run_1/registers.png
Other sequential cells in the stronger grey, the rest of the logic in the fainter grey.
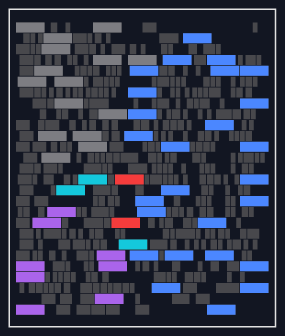
run_1/pdn.png
Pins as bars on the die edge.
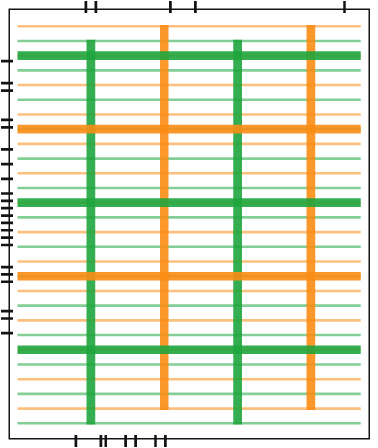
run_1/final_clocks.png
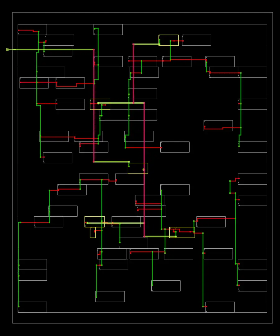
run_1/cell_classes.png
Bar = 20 µm. Fill, decap, tap and diode cells in grey.
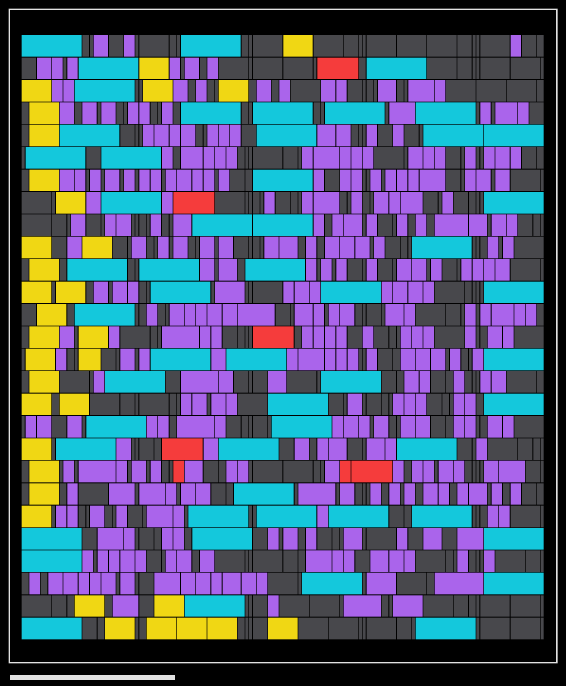
<file path="src/rtl/uart_cmd_decoder.sv">
// Command-link receive stage: decodes on/off/toggle opcodes into a registered
// output enable, answers each byte with ACK/NACK via uart_tx, and runs a link watchdog.
module uart_cmd_decoder #(
   parameter logic [7:0]  CMD_ON     = 8'h2A,
   parameter logic [7:0]  CMD_OFF    = 8'h93,
   parameter logic [7:0]  CMD_TOGGLE = 8'hC3,
   parameter logic [7:0]  ACK_BYTE   = 8'h6B,
   parameter logic [7:0]  NACK_BYTE  = 8'hE5,
   parameter int unsigned WDT_CYCLES = 48000000,
   parameter int unsigned WDT_W      = 26
) (
   input  logic       clk,
   input  logic       reset,
   input  logic [7:0] data_received,
   input  logic       rx_done,
   input  logic       parity_error,
   input  logic       tx_busy,
   output logic       start_tx,
   output logic [7:0] data_to_tx,
   output logic       out_enable,
   output logic       cmd_strobe,
   output logic       wdt_expired,
   output logic       overrun,
   output logic [7:0] err_count
);

   typedef enum logic [1:0] {
      ST_IDLE       = 2'd0,
      ST_DECODE     = 2'd1,
      ST_REPLY_REQ  = 2'd2,
      ST_REPLY_BUSY = 2'd3
   } state_t;

   localparam logic [WDT_W-1:0] WDT_MAX  = WDT_W'(WDT_CYCLES);
   localparam logic [WDT_W-1:0] WDT_LAST = WDT_W'(WDT_CYCLES - 1);
   localparam logic [WDT_W-1:0] WDT_ONE  = WDT_W'(1);
   localparam logic [WDT_W-1:0] WDT_ZERO = WDT_W'(0);

   function automatic logic [7:0] sat_inc8(input logic [7:0] value);
      logic [7:0] result;
      if (value == 8'hFF) begin
         result = value;
      end else begin
         result = value + 8'd1;
      end
      return result;
   endfunction

   state_t           state_r;
   logic             buf_full_r;
   logic [7:0]       buf_data_r;
   logic             buf_perr_r;
   logic [WDT_W-1:0] wdt_cnt_r;

   logic             op_valid_s;
   logic             decode_s;
   logic             cmd_ok_s;
   logic             wdt_fire_s;

   // Classify the held byte and derive the per-cycle decode/watchdog events.
   always_comb begin
      op_valid_s = 1'b0;
      if (buf_perr_r) begin
         op_valid_s = 1'b0;
      end else begin
         case (buf_data_r)
            CMD_ON, CMD_OFF, CMD_TOGGLE: op_valid_s = 1'b1;
            default:                     op_valid_s = 1'b0;
         endcase
      end
      decode_s   = (state_r == ST_DECODE);
      cmd_ok_s   = decode_s & op_valid_s;
      wdt_fire_s = (wdt_cnt_r == WDT_LAST);
   end

   // One-entry holding register; the slot frees as DECODE is left, so a byte landing then is kept.
   always_ff @(posedge clk) begin
      if (reset) begin
         buf_full_r <= 1'b0;
         buf_data_r <= 8'h00;
         buf_perr_r <= 1'b0;
         overrun    <= 1'b0;
      end else if (rx_done && (!buf_full_r || decode_s)) begin
         buf_full_r <= 1'b1;
         buf_data_r <= data_received;
         buf_perr_r <= parity_error;
      end else begin
         if (rx_done) begin
            overrun <= 1'b1;
         end
         if (decode_s) begin
            buf_full_r <= 1'b0;
         end
      end
   end

   // Link watchdog: counts idle cycles since the last valid command, saturating.
   always_ff @(posedge clk) begin
      if (reset) begin
         wdt_cnt_r <= WDT_ZERO;
      end else if (cmd_ok_s) begin
         wdt_cnt_r <= WDT_ZERO;
      end else if (wdt_cnt_r != WDT_MAX) begin
         wdt_cnt_r <= wdt_cnt_r + WDT_ONE;
      end
   end

   // Decode/reply FSM with all of its registered outputs.
   always_ff @(posedge clk) begin
      if (reset) begin
         state_r     <= ST_IDLE;
         start_tx    <= 1'b0;
         data_to_tx  <= 8'h00;
         out_enable  <= 1'b0;
         cmd_strobe  <= 1'b0;
         wdt_expired <= 1'b0;
         err_count   <= 8'h00;
      end else begin
         cmd_strobe <= 1'b0;
         // A valid command decoded on the firing edge overrides the forced-off.
         if (wdt_fire_s && !cmd_ok_s) begin
            out_enable  <= 1'b0;
            wdt_expired <= 1'b1;
         end
         case (state_r)
            ST_IDLE: begin
               if (buf_full_r) begin
                  state_r <= ST_DECODE;
               end
            end
            ST_DECODE: begin
               if (op_valid_s) begin
                  case (buf_data_r)
                     CMD_ON:     out_enable <= 1'b1;
                     CMD_OFF:    out_enable <= 1'b0;
                     CMD_TOGGLE: out_enable <= ~out_enable;
                     default:    out_enable <= out_enable;
                  endcase
                  cmd_strobe  <= 1'b1;
                  data_to_tx  <= ACK_BYTE;
                  wdt_expired <= 1'b0;
               end else begin
                  data_to_tx <= NACK_BYTE;
                  err_count  <= sat_inc8(err_count);
               end
               start_tx <= 1'b1;
               state_r  <= ST_REPLY_REQ;
            end
            ST_REPLY_REQ: begin
               if (tx_busy) begin
                  start_tx <= 1'b0;
                  state_r  <= ST_REPLY_BUSY;
               end
            end
            ST_REPLY_BUSY: begin
               if (!tx_busy) begin
                  state_r <= buf_full_r ? ST_DECODE : ST_IDLE;
               end
            end
            default: begin
               start_tx <= 1'b0;
               state_r  <= ST_IDLE;
            end
         endcase
      end
   end

endmodule

</file>
<file path="config.mk">
export PLATFORM = sky130hd
export DESIGN_NAME = uart_cmd_decoder
export DESIGN_NICKNAME = d
export VERILOG_FILES = /design/src/rtl/uart_cmd_decoder.sv
export SDC_FILE = /design/constraint.sdc
export NUM_CORES = 1
export LEC_CHECK = 0
export ABC_AREA = 1
export CORE_ASPECT_RATIO = 1.2
export CORE_UTILIZATION = 55
export DETAILED_ROUTE_END_ITERATION = 8
export HOLD_SLACK_MARGIN = 0.06
export PLACE_DENSITY = 0.79
export SETUP_SLACK_MARGIN = 0.1
export SLEW_MARGIN = 10
export SYNTH_ARGS = -nofsm -noshare
export SYNTH_HDL_FRONTEND = slang
export SYNTH_SLANG_ARGS = --single-unit
export TNS_END_PERCENT = 10
</file>
<file path="constraint.sdc">
create_clock -name clk -period 2.9 [get_ports clk]
set_clock_uncertainty 0.1 [all_clocks]
set_input_delay 0.725 -clock clk [delete_from_list [all_inputs] [get_ports clk]]
set_output_delay 0.725 -clock clk [all_outputs]
set_load 0.005 [all_outputs]
</file>
==> flow_summary_export.csv, run 1 <==
group,metric,value,unit
yosys,synthAdderAreaFrac,3.21,%
power,switchingPower,479,µW
final_layout,lay_top_cells,"nand2_1, dfxtp_1, nor2_1",
final_timing,hold_violations,0,
yosys,xor_share,4.49,%
power,power.leakage,1.15,nW
die,io_pins,34,
die,die_area,5250,µm²
min_path,min_path_cells,2,
yosys,logic_family,"simple AND/OR/NAND/NOR gates",
detailed_routing,drt-total-wl,5470,µm
final_layout,inv_count,51,
global_route,grt-busiest-layer,"met2",
yosys,largest_area_cell,"dfxtp_1",
global_route,grt_pass1_vias,2295,
global_route,antenna_found_initial,0,
final_layout,largest_reg_flops,26,
placed_design,globalplace.congestion,0.877,
detailed_routing,final_antenna_net_count,0,
final_timing,finalMaxSlewViolations,0,
detailed_routing,via_per_inst,5.13,
final_layout,area_growth,14.8,%
clocking,cts_tree,"built",
final_timing,relSlewSlack,62.1,%
power,power,1.61,mW
final_layout,mi_logic_area,1380,µm²
final_layout,antenna_cells,0,
final_layout,fill_cells,421,
placed_design,dp_hpwl,4090,µm
yosys,synth_cell_types,28,
detailed_routing,top_layer_used,"met4",
detailed_routing,route.detailed.drc,0,
die,die_w,66.3,µm
critical_path,slowest_stage,"clkdlybuf4s50_1",
power,comb_cell_power,355,µW
yosys,synth_area,2730,µm²
min_path,hp-class,"flop to flop",
detailed_routing,vias,2456,
critical_path,r2r_end,"buf_data_r[1]",
final_layout,clk_share,2.44,%
critical_path,required,2.08,ns
detailed_routing,dr.first_iter.drc_count,99,
yosys,synth-simple-area-share,31.9,%
final_layout,comb_share,44.2,%
yosys,synth-edff-count,0,
detailed_routing,wire_per_inst,11.4,µm
power,ir_worst_vdd,0.000421,V
power,power_frac_seq,53.5,%
yosys,top_cell,"nand2_1",
critical_path,critPathMaxFanout,6,
critical_path,cp_top_family,"buffers and inverters",
critical_path,worstPathArrival,1.28,ns
critical_path,r2r_start,"state_r[1]",
final_layout,bufAreaShareNonClock,10.5,%
final_timing,min_period_over_period,72.7,%
critical_path,crit_type,"flop to output pin",
critical_path,path_cells,"clkdlybuf4s50_1",
final_layout,top_regs,"wdt_cnt_r: 26 flops, buf_data_r: 8 flops, err_count: 8 flops",
final_layout,top_register,"wdt_cnt_r",
final_timing,finalSetupViolCount,0,
clocking,cts-root-buf,"clkbuf_8",
run,warning_count,30,
global_route,grt_overflow,0,
final_layout,nets,441,
yosys,ys.flops,54,
yosys,ys_chip_area,2730,µm²
min_path,min_from,"wdt_expired",
power,powerDensity,515,nW/µm²
global_route,grt_usage,23.0,%
status,status,"finished, final reports clean",
critical_path,cp-endpoint,"err_count[5]",
final_layout,ff_count,54,
global_route,grt_pass1_wl,9410,µm
final_timing,rsz0062_at_grt,"no",
final_timing,fin_ws,0.791,ns
final_layout,logic_gates,276,
power,p_int,1.13,mW
global_route,use_met2,43.1,%
run,max_cap_viol_count,0,
critical_path,slowest_delay,0.54,ns
yosys,synthTopCellsByArea,"dfxtp_1, nand2_1, nor2_1",
placed_design,pre_cts_slack,0.562,ns
final_layout,buffers,33,
Notes on registers.png above:
name in the netlist	colour	flops
err_count	purple	8
data_to_tx	cyan	3
state_r	red	2
wdt_cnt_r	blue	26
final design utilization: 67.2%
Reg area: 1080 µm²
Seq area share: 34.5%
seq pwr: 862 µW

Notes on pdn.png above:
net	colour
VDD	orange
VSS	green
signal pins	34
met1 rails	28
met5 straps	5
Die Height: 79.2 µm
core area: 4660 µm²

Notes on final_clocks.png above:
clkbuf count: 7
clock sink count: 54
CTS buffer count: 5
Power Clock: 395 µW

Notes on cell_classes.png above:
class	colour	cells	share of their area
all other logic	purple	327	51%
clock drivers and dummy loads	red	7	2.5%
other buffers and delay cells	yellow	33	11%
flip-flops	cyan	54	35%
Rows: 27
design area: 3130 µm²

run_1/gate_families.png
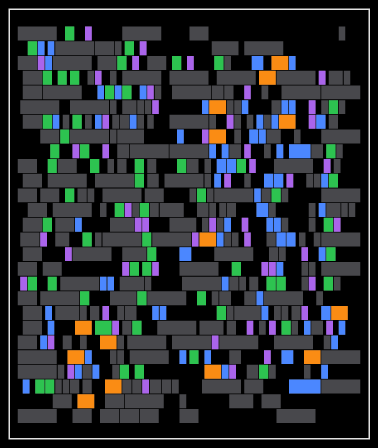

==> inputs of run 2 (changes only) <==
==> constraint.sdc (replaced) <==
create_clock -name clk -period 1.96 [get_ports clk]
set_clock_uncertainty 0.1 [all_clocks]
set_input_delay 0.49 -clock clk [delete_from_list [all_inputs] [get_ports clk]]
set_output_delay 0.49 -clock clk [all_outputs]
set_load 0.005 [all_outputs]
run_2/gate_families.png
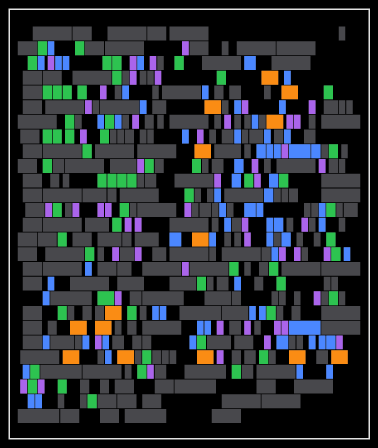
family	colour	cells
inverting AOI/OAI gates	green	57
XOR/XNOR gates	orange	14
inverters	purple	51
NOR gates	blue	68
Post-Layout Cell Count: 483
combinational share of cell area: 43.4%

==> flow_summary_export.csv, run 2 <==
group,metric,value,unit
status,status,"finished, final reports clean",
detailed_routing,final_antenna_net_count,0,
power,switchingPower,725,µW
yosys,synth-simple-area-share,31.9,%
power,power,2.46,mW
run,max_cap_viol_count,0,
final_layout,area_growth,17.2,%
detailed_routing,drt-total-wl,5560,µm
final_layout,clk_share,2.86,%
global_route,grt_overflow,0,
clocking,cts_buffers,5,
yosys,xor_share,4.49,%
detailed_routing,wire_per_inst,11.5,µm
final_layout,largest_reg_flops,26,
clocking,cts.sinks,54,
final_timing,fin_ws,0.145,ns
final_layout,bufAreaShareNonClock,11.3,%
detailed_routing,route.detailed.drc,0,
global_route,use_met2,43.5,%
final_layout,design_area,3200,µm²
clocking,cts-root-buf,"clkbuf_8",
yosys,logic_family,"simple AND/OR/NAND/NOR gates",
final_layout,inv_count,51,
min_path,hp-class,"flop to flop",
final_timing,rsz0062_at_grt,"yes",
critical_path,path_cells,"clkdlybuf4s50_1",
yosys,top_cell,"nand2_1",
final_layout,buffers,36,
final_layout,top_regs,"wdt_cnt_r: 26 flops, buf_data_r: 8 flops, err_count: 8 flops",
final_timing,finalSetupViolCount,0,
yosys,ys.flops,54,
power,comb_cell_power,557,µW
die,rows,27,
power,power.leakage,1.18,nW
final_layout,seq_area_share,34.1,%
detailed_routing,vias,2495,
final_layout,fill_cells,414,
yosys,synthAdderAreaFrac,3.21,%
global_route,grt_pass1_vias,2365,
power,power_frac_seq,51.8,%
final_layout,seq_area,1090,µm²
critical_path,r2r_end,"wdt_cnt_r[22]",
power,p_int,1.74,mW
power,powerDensity,769,nW/µm²
final_layout,nClkBuffers,7,
min_path,min_path_cells,2,
die,die_h,79.2,µm
placed_design,dp_hpwl,4140,µm
die,coreArea,4660,µm²
global_route,grt_usage,23.3,%
detailed_routing,top_layer_used,"met4",
No activity file was given, so power comes from the tool's default toggle rates.
